==> config.mk <==
export PLATFORM = sky130hd
export DESIGN_NAME = viterbi_param_flat
export DESIGN_NICKNAME = d
export VERILOG_FILES = /design/src/rtl/viterbi_pkg.sv /design/src/rtl/viterbi_param_if.sv /design/src/rtl/viterbi_acs_unit.sv /design/src/rtl/viterbi_param.sv /design/src/flat_wrapper.sv
export SDC_FILE = /design/constraint.sdc
export NUM_CORES = 1
export LEC_CHECK = 0
export CAP_MARGIN = 20
export CORE_ASPECT_RATIO = 0.7
export CORE_UTILIZATION = 60
export DETAILED_ROUTE_END_ITERATION = 10
export PLACE_DENSITY = 0.77
export SYNTH_ARGS = -nofsm -noshare
export SYNTH_HDL_FRONTEND = slang
export SYNTH_HIERARCHICAL = 1
export SYNTH_SLANG_ARGS = --single-unit
==> constraint.sdc <==
create_clock -name clk -period 13.3 [get_ports clk]
set_clock_uncertainty 0.2 [all_clocks]
set_input_delay 2.66 -clock clk [delete_from_list [all_inputs] [get_ports clk]]
set_output_delay 2.66 -clock clk [all_outputs]
set_load 0.005 [all_outputs]
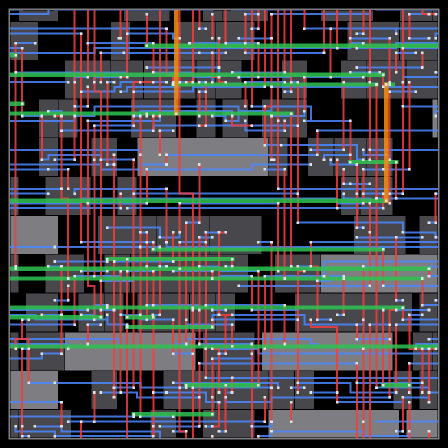
(zoomed window)
Region (67, 66) to (97, 96) um. Cells in gray, sequential cells in the stronger gray; small squares are vias.
| layer | color |
|---|---|
| M2 | red |
| M1 | blue |
| M3 | green |
| M4 | orange |
sequential cells in the window: 5
most frequent: nand2_1 (12), mux2i_1 (11), o21ai_0 (10)
cells with their middle in the window: 66

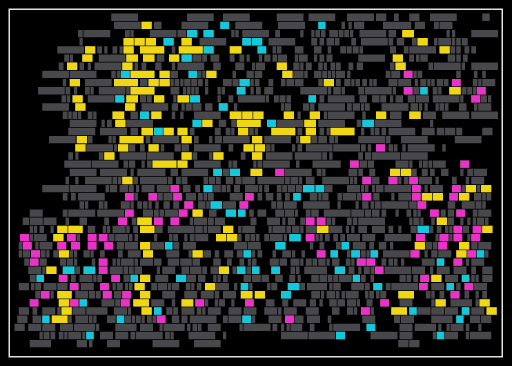
(gate families picked out)
Scale: 3 px per um.
| family | color | cells | most used |
|---|---|---|---|
| xor and xnor cells | magenta | 82 | xnor2_1 |
| non-inverting ao/oa cells | cyan | 72 | a21o_1 |
| mux cells | yellow | 124 | mux2i_1 |
Comb area share: 0.668
Top cell excl fill/tap: nand2_1
Cell Count, Final, Fillers Out: 1,550

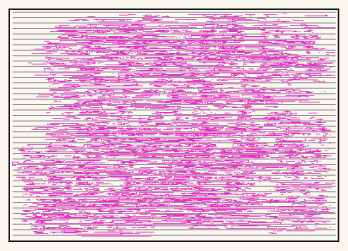
(signal wires on met1)
Scale: 2 px per um. Supply wires on this layer in gray.
share of all routed wire: 49%
wire length on this layer: 14,400 um
main direction: horizontal
longest straight run: 90.2 um
M1 GR Usage: 0.492
final wirelength: 29,500 um
vias after detailed routing: 10,000

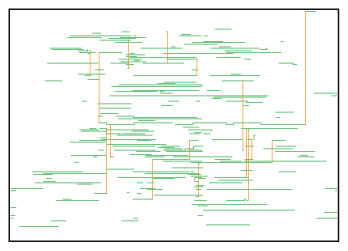
(signal wires by layer)
Scale: 2 px per um. Two of the layers only.
| layer | color | wire length |
|---|---|---|
| M3 | green | 2,660 um |
| M4 | orange | 351 um |
WL per Instance: 19.1 um
total track usage: 0.322

==> flow_summary.toml <==
# generated from flow reports
[final_layout]
lay_top_cells = "145 x nand2_1, 114 x ha_1, 99 x dfrtp_1"
drive_gt1_frac = 0.0822
syn2layout_area_growth_pct = 7.24
utilization = 0.655
num-multi-input-gates = 1054
seq_area_mm2 = 0.00258
final-nonclk-buf-share = 0.0356

[critical_path]
critPathArrivalTime_ps = 12720
crit_buf_inv = 7
critPathLaunchType = "input port"
crit_top_cell = "ha_1"
ff2ff_path_depth = 48

[logic_synthesis]
fp_nets = 1444
yosysMostFrequentCell = "nand2_1"
synth-xor-area-share = 0.0653
area_leaders = "dfrtp_1 23%, ha_1 13%, mux2i_1 8.6%"
async_flop_share = 1.00
ys_sh_simple = 0.150
edf_count = 0
yosysChipArea_mm2 = 0.0110
syn_inst = 1305
aoi_share = 0.218

[routing]
wl_met2_um = 12100
dr.pass1.iters = 6

[floorplan]
die_x_um = 164
nWellTaps = 236

[clock_tree]
cts-resized-gates = 0
cts_htree_levels = 3
clock_latency_ps = 360
cts.sinks = 103

[final_timing]
worst_pin_slew_ps = 923
hold_viol_final = 0
finalCritPeriodShare = 0.956

[global_route]
gr-max-usage-layer = "met1"
antenna_found_initial = 0
overflow = 0
grt_use_met3 = 0.0570

[placed_design]
globalplace.congestion = 0.988
post_dp_cell_area_mm2 = 0.0115

[hold_path]
hold_path.class = "reg -> reg"

[run_status]
status = "finished, final reports clean"
